Figure 1. Local utilization (run 1).
The die is cut into 11 by 11 equal tiles; white is low, dark blue is high, 0 to 100% covered.
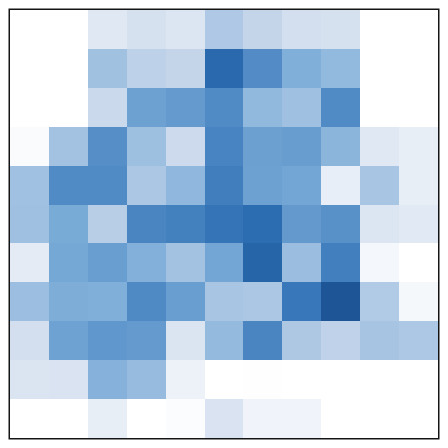
Figure 2. Met2 routing (run 1).
Cells faint in the background.
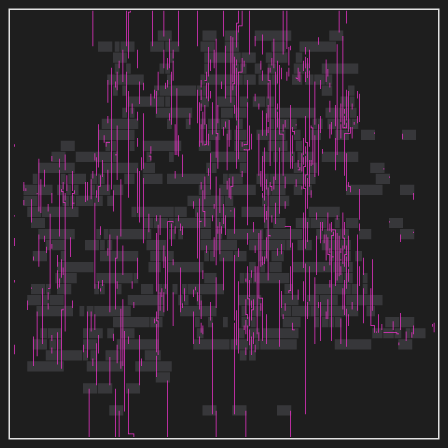
Figure 3. Signal wires on met1 (run 1).
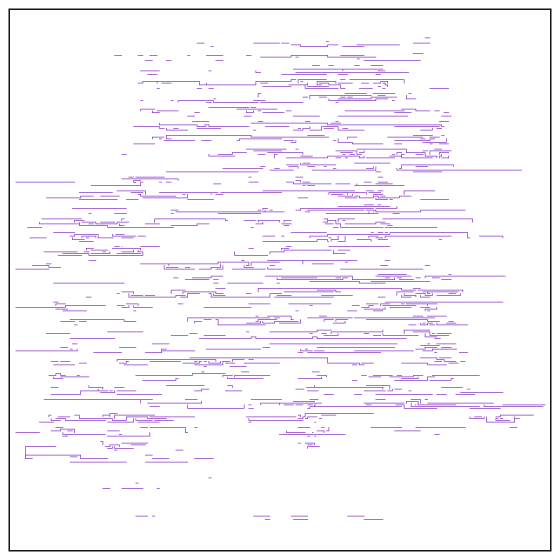
==> src/rtl/pattern_scan_ctrl.sv <==
`default_nettype none
// =============================================================================
// pattern_scan_ctrl
//   Serializes parallel words MSB-first and counts overlapping matches of a
//   programmable 1..8 bit pattern, raising a sticky interrupt at a threshold.
//   Revision: 1.0
// =============================================================================
module pattern_scan_ctrl #(
   parameter int DATA_W = 8,
   parameter int CNT_W  = 8
) (
   input  logic              clk,
   input  logic              rst,
   input  logic              cfg_we,
   input  logic [7:0]        cfg_pattern,
   input  logic [3:0]        cfg_len,
   input  logic [CNT_W-1:0]  cfg_thresh,
   input  logic              in_valid,
   output logic              in_ready,
   input  logic [DATA_W-1:0] in_data,
   output logic              bit_valid,
   output logic              bit_out,
   output logic              match,
   output logic [CNT_W-1:0]  match_count,
   output logic              irq,
   input  logic              irq_clr,
   output logic              busy
);
   localparam int               BC_W        = (DATA_W > 1) ? $clog2(DATA_W) : 1;
   localparam logic [BC_W-1:0]  LAST_BIT    = BC_W'(DATA_W - 1);
   localparam logic [CNT_W-1:0] CNT_MAX     = '1;
   localparam logic [7:0]       RST_PATTERN = 8'b0000_1101;
   localparam logic [3:0]       RST_LEN     = 4'd4;
   localparam logic [CNT_W-1:0] RST_THRESH  = CNT_W'(1);

   typedef enum logic [0:0] {IDLE = 1'b0, SHIFT = 1'b1} state_t;

   state_t            state_q, state_d;
   logic [DATA_W-1:0] sr_q, sr_d;
   logic [BC_W-1:0]   bit_cnt_q, bit_cnt_d;
   logic              bit_valid_q, bit_valid_d;
   logic              bit_out_q, bit_out_d;
   logic [7:0]        hist_q, hist_d;
   logic [3:0]        fill_q, fill_d;
   logic [7:0]        pat_q, pat_d;
   logic [3:0]        len_q, len_d;
   logic [CNT_W-1:0]  thresh_q, thresh_d;
   logic              match_q, match_d;
   logic [CNT_W-1:0]  cnt_q, cnt_d;
   logic              irq_q, irq_d;

   logic              w_accept;
   logic              w_cfg;
   logic              w_hit;
   logic [7:0]        w_mask;
   logic [3:0]        w_len_clamp;
   logic [CNT_W-1:0]  w_cnt_inc;

   // A bit enters history one edge before it is judged, so bit_valid_q marks
   // exactly one evaluation per emitted bit.
   always_comb begin
      w_accept    = (state_q == IDLE) && in_valid;
      w_cfg       = (state_q == IDLE) && cfg_we && !in_valid;
      w_mask      = 8'((9'd1 << len_q) - 9'd1);
      w_hit       = bit_valid_q && (fill_q >= len_q) && ((hist_q & w_mask) == (pat_q & w_mask));
      w_cnt_inc   = cnt_q + 1'b1;
      if (cfg_len == 4'd0)      w_len_clamp = 4'd1;
      else if (cfg_len > 4'd8)  w_len_clamp = 4'd8;
      else                      w_len_clamp = cfg_len;
   end

   always_comb begin
      state_d     = state_q;
      sr_d        = sr_q;
      bit_cnt_d   = bit_cnt_q;
      bit_valid_d = 1'b0;
      bit_out_d   = bit_out_q;
      hist_d      = hist_q;
      fill_d      = fill_q;
      pat_d       = pat_q;
      len_d       = len_q;
      thresh_d    = thresh_q;
      match_d     = 1'b0;
      cnt_d       = cnt_q;
      irq_d       = irq_q & ~irq_clr;

      case (state_q)
         IDLE: begin
            if (w_accept) begin
               sr_d      = in_data;
               bit_cnt_d = '0;
               state_d   = SHIFT;
            end
         end
         SHIFT: begin
            bit_out_d   = sr_q[DATA_W-1];
            bit_valid_d = 1'b1;
            sr_d        = sr_q << 1;
            bit_cnt_d   = bit_cnt_q + 1'b1;
            hist_d      = {hist_q[6:0], sr_q[DATA_W-1]};
            fill_d      = (fill_q == 4'd8) ? 4'd8 : fill_q + 4'd1;
            if (bit_cnt_q == LAST_BIT) state_d = IDLE;
         end
         default: state_d = IDLE;
      endcase

      if (w_hit) begin
         match_d = 1'b1;
         if (cnt_q != CNT_MAX) begin
            cnt_d = w_cnt_inc;
            if ((thresh_q != '0) && (w_cnt_inc == thresh_q)) irq_d = 1'b1;
         end
      end

      // A config write restarts detection, overriding any pending evaluation.
      if (w_cfg) begin
         pat_d    = cfg_pattern;
         len_d    = w_len_clamp;
         thresh_d = cfg_thresh;
         hist_d   = '0;
         fill_d   = '0;
         cnt_d    = '0;
         irq_d    = 1'b0;
         match_d  = 1'b0;
      end
   end

   always_ff @(posedge clk or posedge rst) begin
      if (rst) begin
         state_q     <= IDLE;
         sr_q        <= '0;
         bit_cnt_q   <= '0;
         bit_valid_q <= 1'b0;
         bit_out_q   <= 1'b0;
         hist_q      <= '0;
         fill_q      <= '0;
         pat_q       <= RST_PATTERN;
         len_q       <= RST_LEN;
         thresh_q    <= RST_THRESH;
         match_q     <= 1'b0;
         cnt_q       <= '0;
         irq_q       <= 1'b0;
      end else begin
         state_q     <= state_d;
         sr_q        <= sr_d;
         bit_cnt_q   <= bit_cnt_d;
         bit_valid_q <= bit_valid_d;
         bit_out_q   <= bit_out_d;
         hist_q      <= hist_d;
         fill_q      <= fill_d;
         pat_q       <= pat_d;
         len_q       <= len_d;
         thresh_q    <= thresh_d;
         match_q     <= match_d;
         cnt_q       <= cnt_d;
         irq_q       <= irq_d;
      end
   end

   assign in_ready    = (state_q == IDLE);
   assign busy        = (state_q == SHIFT);
   assign bit_valid   = bit_valid_q;
   assign bit_out     = bit_out_q;
   assign match       = match_q;
   assign match_count = cnt_q;
   assign irq         = irq_q;

endmodule
`default_nettype wire

==> config.mk <==
export PLATFORM = sky130hd
export DESIGN_NAME = pattern_scan_ctrl
export DESIGN_NICKNAME = d
export VERILOG_FILES = /design/src/rtl/pattern_scan_ctrl.sv
export SDC_FILE = /design/constraint.sdc
export NUM_CORES = 1
export LEC_CHECK = 0
export CAP_MARGIN = 10
export CORE_MARGIN = 3
export CORE_UTILIZATION = 30
export DETAILED_ROUTE_END_ITERATION = 8
export PLACE_DENSITY_LB_ADDON = 0.2
export SKIP_CTS_REPAIR_TIMING = 1
export SKIP_LAST_GASP = 1
export SLEW_MARGIN = 15
export SYNTH_ARGS = -nofsm -noshare
export SYNTH_HDL_FRONTEND = slang
export SYNTH_SLANG_ARGS = --single-unit
==> constraint.sdc <==
create_clock -name clk -period 4.3 [get_ports clk]
set_input_delay 0.86 -clock clk [delete_from_list [all_inputs] [get_ports clk]]
set_output_delay 0.86 -clock clk [all_outputs]
set_load 0.05 [all_outputs]
==> flow_metrics.env, run 1 <==
# source this file to load flow results
export IMPL_cp_start_kind="flop"
export IMPL_lay_top_cells="nand2_1, dfrtp_1, clkdlybuf4s50_1"
export IMPL_io_pins=47
export IMPL_nClkBuffers=5
export IMPL_layout_setup_ws_ns=1.25
export IMPL_buffer_area_frac=0.136
export IMPL_ys_sh_adder=0.0454
export IMPL_tapCellCount=129
export IMPL_r2r_end="match_count[3]"
export IMPL_grt_first_pass_wirelength_um=11300
export IMPL_yosysWarnings=0
export IMPL_gp_congestion=0.842
export IMPL_drt_iter0_markers=79
export IMPL_stdcell_count=494
export IMPL_crit_fanout=20
export IMPL_nNetsFinal=407
export IMPL_cp_depth=2
export IMPL_dieArea_um2=11100
export IMPL_rsz0062_at_grt="false"
export IMPL_synth_area_yosys_um2=2980
export IMPL_drt_met1_wl_um=3480
export IMPL_hp_class="flop to flop"
export IMPL_clk_power_uw=319
export IMPL_flop_cell="dfrtp_1"
export IMPL_clock_sinks=56
export IMPL_synth_area_per_cell_um2=9.24
export IMPL_clkPwrFrac=0.120
export IMPL_vias=2340
export IMPL_worstMarginPinSlew_ns=0.814
export IMPL_comb_share=0.398
export IMPL_cts_root_buf="clkbuf_8"
export IMPL_syn2layout_area_growth_pct=23.1
export IMPL_drive_gt1_frac=0.0740
export IMPL_die_width_um=106
export IMPL_power_leader="combinational cells"
export IMPL_num_nonclk_buffers=51
export IMPL_grtUsageMet3=0.0220
export IMPL_tns_ns=0
export IMPL_yosysTopAreaCell="dfrtp_1"
export IMPL_postSynthSeqShare=0.473
export IMPL_mi_logic_area_um2=1460
export IMPL_slew_violations=0
export IMPL_muxShareOfSynthArea=0.0542
export IMPL_grt_pass1_vias=2254
export IMPL_fp_util=0.315
export IMPL_top_cell_area_share=0.429
export IMPL_synth_top_cells_by_count="nand2_1, dfrtp_1, o21ai_0"
export IMPL_dpl_cell_area_um2=3570
export IMPL_grt_overflow=0
export IMPL_slowest_stage="clkdlybuf4s50_1"
export IMPL_p_switching_uw=1230
export IMPL_maxSlewHeadroom=0.455
export IMPL_numCtsBuffers=5
export IMPL_critical_path_class="flop to output port"
export IMPL_crit_path_end_kind="output port"
export IMPL_grt_max_degree=37
export IMPL_worstPathArrival_ns=2.19
export IMPL_dpl_hpwl_um=4830
export IMPL_p_sw_frac=0.462
export IMPL_r2r_worst_path_cells=9
export IMPL_cts_tree="done"
export IMPL_firstDrtPassIters=4
export IMPL_fin_crit_ns=3.05
export IMPL_ys_cells=322
export IMPL_syn_instance_count=322
export IMPL_clk_latency_ns=0.32
export IMPL_viasPerCell=4.74
export IMPL_synthDistinctLibCells=46
export IMPL_grt_antenna_before_repair=0
export IMPL_ys_sh_aoi=0.118
export IMPL_finalClockPeriodUsage=0.710
export IMPL_worstPathBufferInverterCount=2
export IMPL_synthArstFlopShare=1.00
export IMPL_crit_path_max_incr_delay_ns=0.79
export IMPL_seq_area_frac=0.384
export IMPL_seq_power_uw=1030
export IMPL_ys_flops=56
export IMPL_setup_viol=0
export IMPL_ir_worst_vdd_v=0.000341
export IMPL_grt_use_total=0.124
export IMPL_drtAntennaViolNets=0
export IMPL_routedWlPerCell_um=13.6
export IMPL_rows=35
export IMPL_met2_usage=0.182
export IMPL_total_power_uw=2660
export IMPL_cp_top_family="buffers and inverters"
export IMPL_flops=56
export IMPL_clock_area_frac=0.0266
export IMPL_top_cell="nand2_1"
export IMPL_status="completed"
export IMPL_comb_power_share=0.495
export IMPL_hold_slack_ns=0.476
export IMPL_top_cells_by_area="dfrtp_1, nand2_1, mux2i_1, o21ai_0, dfstp_2"
export IMPL_fin_util=0.387
export IMPL_largestClassByArea="logic gates"
export IMPL_post_place_ws_ns=1.17
export IMPL_top_logic_kind="simple AND/OR/NAND/NOR gates"
export IMPL_dr_wl_met3_um=282
export IMPL_r2r_start="len_q[1]"
export IMPL_simple_gate_share=0.214
export IMPL_cts_clk_slew_worst_paths_ns=0.11
export IMPL_internal_power_uw=1430
export IMPL_seqPwrFrac=0.385
export IMPL_fmax_mhz=328
export IMPL_skew_ns=0.0140
export IMPL_mostFrequentLayoutCell="nand2_1"
export IMPL_hold_end="pat_q[3]"
export IMPL_required_ns=3.44
export IMPL_top_layer="met4"
export IMPL_drcViolationCount=0
export IMPL_io_buffers=46
export IMPL_regArea_um2=1410
export IMPL_inverters_excl_clock=11
export IMPL_finalHoldViolCount=0
export IMPL_fin_area_um2=3660
export IMPL_h_tree_depth=2
export IMPL_grt_busiest_layer="met1"
export IMPL_p_leak_uw=0.00165
export IMPL_cts_buffer_depth=2
Back to the opening pictures, Figure 1:
fullest tile: 85%
tiles over 75% full: 3.3%
nearly empty tiles: 22%
mean over tiles: 31%
densest ninth of the die: middle

Back to the opening pictures, Figure 2:
share of all routed wire: 43%
main direction: vertical
longest straight run: 37.1 µm

Back to the opening pictures, Figure 3:
wire length on this layer: 3480 µm
nets with wire on the layer: 366
main direction: horizontal
longest straight run: 28.1 µm
GRT met1 Usage: 0.187
final WL: 6700 µm

--- run 2 (diff from run 1) ---
- clock period: 4.3 -> 2.9 ns (I/O delays scaled with it)
Figure 4. Met2 routing (run 2).
Cells faint in the background.
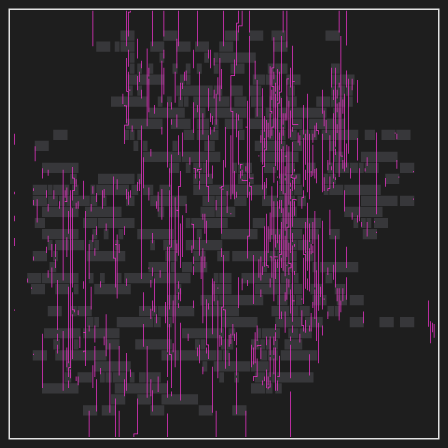
nets with wire on the layer: 316
share of all routed wire: 44%
longest straight run: 43.7 µm
main direction: vertical
wire length on this layer: 3100 µm

==> run 2 against run 1 <==
Net effect: combinational power rose by 62%; critical path depth rose by 7; utilization rose by 1.1 points; worst setup slack got worse by 1.2 ns; cell area rose by 2.9%; sequential power rose by 46%; largest power group unchanged.
==> flow_metrics.env, run 2 <==
# source this file to load flow results
export IMPL_finalHoldViolCount=0
export IMPL_grt_busiest_layer="met2"
export IMPL_viasPerCell=4.75
export IMPL_fin_area_um2=3770
export IMPL_vias=2388
export IMPL_dpl_hpwl_um=5070
export IMPL_hp_class="flop to flop"
export IMPL_firstDrtPassIters=4
export IMPL_met2_usage=0.194
export IMPL_cts_tree="done"
export IMPL_r2r_worst_path_cells=9
export IMPL_drt_met1_wl_um=3590
export IMPL_grt_use_total=0.128
export IMPL_finalClockPeriodUsage=0.969
export IMPL_drive_gt1_frac=0.112
export IMPL_dr_wl_met3_um=316
export IMPL_crit_path_end_kind="flop"
export IMPL_fp_util=0.315
export IMPL_synthDistinctLibCells=46
export IMPL_cp_start_kind="flop"
export IMPL_yosysWarnings=0
export IMPL_fmax_mhz=356
export IMPL_hold_slack_ns=0.476
export IMPL_hold_end="pat_q[0]"
export IMPL_synth_area_per_cell_um2=9.24
export IMPL_syn2layout_area_growth_pct=26.7
export IMPL_fin_util=0.399
export IMPL_synthArstFlopShare=1.00
export IMPL_seq_power_uw=1500
export IMPL_routed_wl_um=7100
export IMPL_critical_path_class="flop to flop"
export IMPL_drtAntennaViolNets=0
export IMPL_power_leader="combinational cells"
export IMPL_drcViolationCount=0
export IMPL_ys_sh_adder=0.0454
export IMPL_cts_root_buf="clkbuf_8"
export IMPL_slowest_stage="or4_1"
export IMPL_inverters_excl_clock=11
export IMPL_dieArea_um2=11100
export IMPL_ys_cells=322
export IMPL_layout_setup_ws_ns=0.0900
export IMPL_top_layer="met4"
export IMPL_worstPathBufferInverterCount=1
export IMPL_grt_pass1_vias=2289
export IMPL_total_power_uw=4170
export IMPL_drt_iter0_markers=112
export IMPL_lay_top_cells="nand2_1, dfrtp_1, clkdlybuf4s50_1"
export IMPL_seq_area_frac=0.374
export IMPL_top_cells_by_area="dfrtp_1, nand2_1, mux2i_1, o21ai_0, dfstp_2"
export IMPL_setup_viol=0
export IMPL_comb_share=0.392
export IMPL_grtUsageMet3=0.0288
export IMPL_synth_area_yosys_um2=2980
export IMPL_slew_violations=0
export IMPL_synth_top_cells_by_count="nand2_1, dfrtp_1, o21ai_0"
export IMPL_status="completed"
export IMPL_ys_sh_aoi=0.118
export IMPL_gr_usage_met1=0.183
export IMPL_buffer_area_frac=0.150
export IMPL_grt_max_degree=40
export IMPL_clock_sinks=56
export IMPL_clk_power_uw=538
export IMPL_post_place_ws_ns=0.0669
export IMPL_p_leak_uw=0.00170
export IMPL_crit_fanout=6
export IMPL_grt_overflow=0
export IMPL_numCtsBuffers=5
export IMPL_worstPathArrival_ns=3.05
export IMPL_largestClassByArea="logic gates"
export IMPL_p_switching_uw=1900
export IMPL_fin_crit_ns=2.81
export IMPL_maxSlewHeadroom=0.630
export IMPL_cap_violations=0
export IMPL_crit_path_max_incr_delay_ns=0.54
export IMPL_p_sw_frac=0.454
export IMPL_rows=35
export IMPL_required_ns=3.14
export IMPL_cp_depth=9
export IMPL_tapCellCount=129
export IMPL_stdcell_count=503
export IMPL_worstMarginPinSlew_ns=0.554
export IMPL_cts_clk_slew_worst_paths_ns=0.11
export IMPL_gp_congestion=0.900
export IMPL_top_cell="nand2_1"
export IMPL_syn_instance_count=322
export IMPL_muxShareOfSynthArea=0.0542
export IMPL_io_buffers=46
export IMPL_num_nonclk_buffers=59
export IMPL_ir_worst_vdd_v=0.000384
export IMPL_yosysTopAreaCell="dfrtp_1"
export IMPL_grt_first_pass_wirelength_um=11500
export IMPL_r2r_start="len_q[3]"
export IMPL_regArea_um2=1410
export IMPL_rsz0062_at_grt="false"
export IMPL_nNetsFinal=416
export IMPL_cts_buffer_depth=2
export IMPL_clk_latency_ns=0.32
export IMPL_routedWlPerCell_um=14.1
export IMPL_cp_top_family="simple AND/OR/NAND/NOR gates"
export IMPL_tns_ns=0
export IMPL_top_cell_area_share=0.429
export IMPL_h_tree_depth=2
export IMPL_internal_power_uw=2280
export IMPL_postSynthSeqShare=0.473
No activity file was given, so power comes from the tool's default toggle rates.
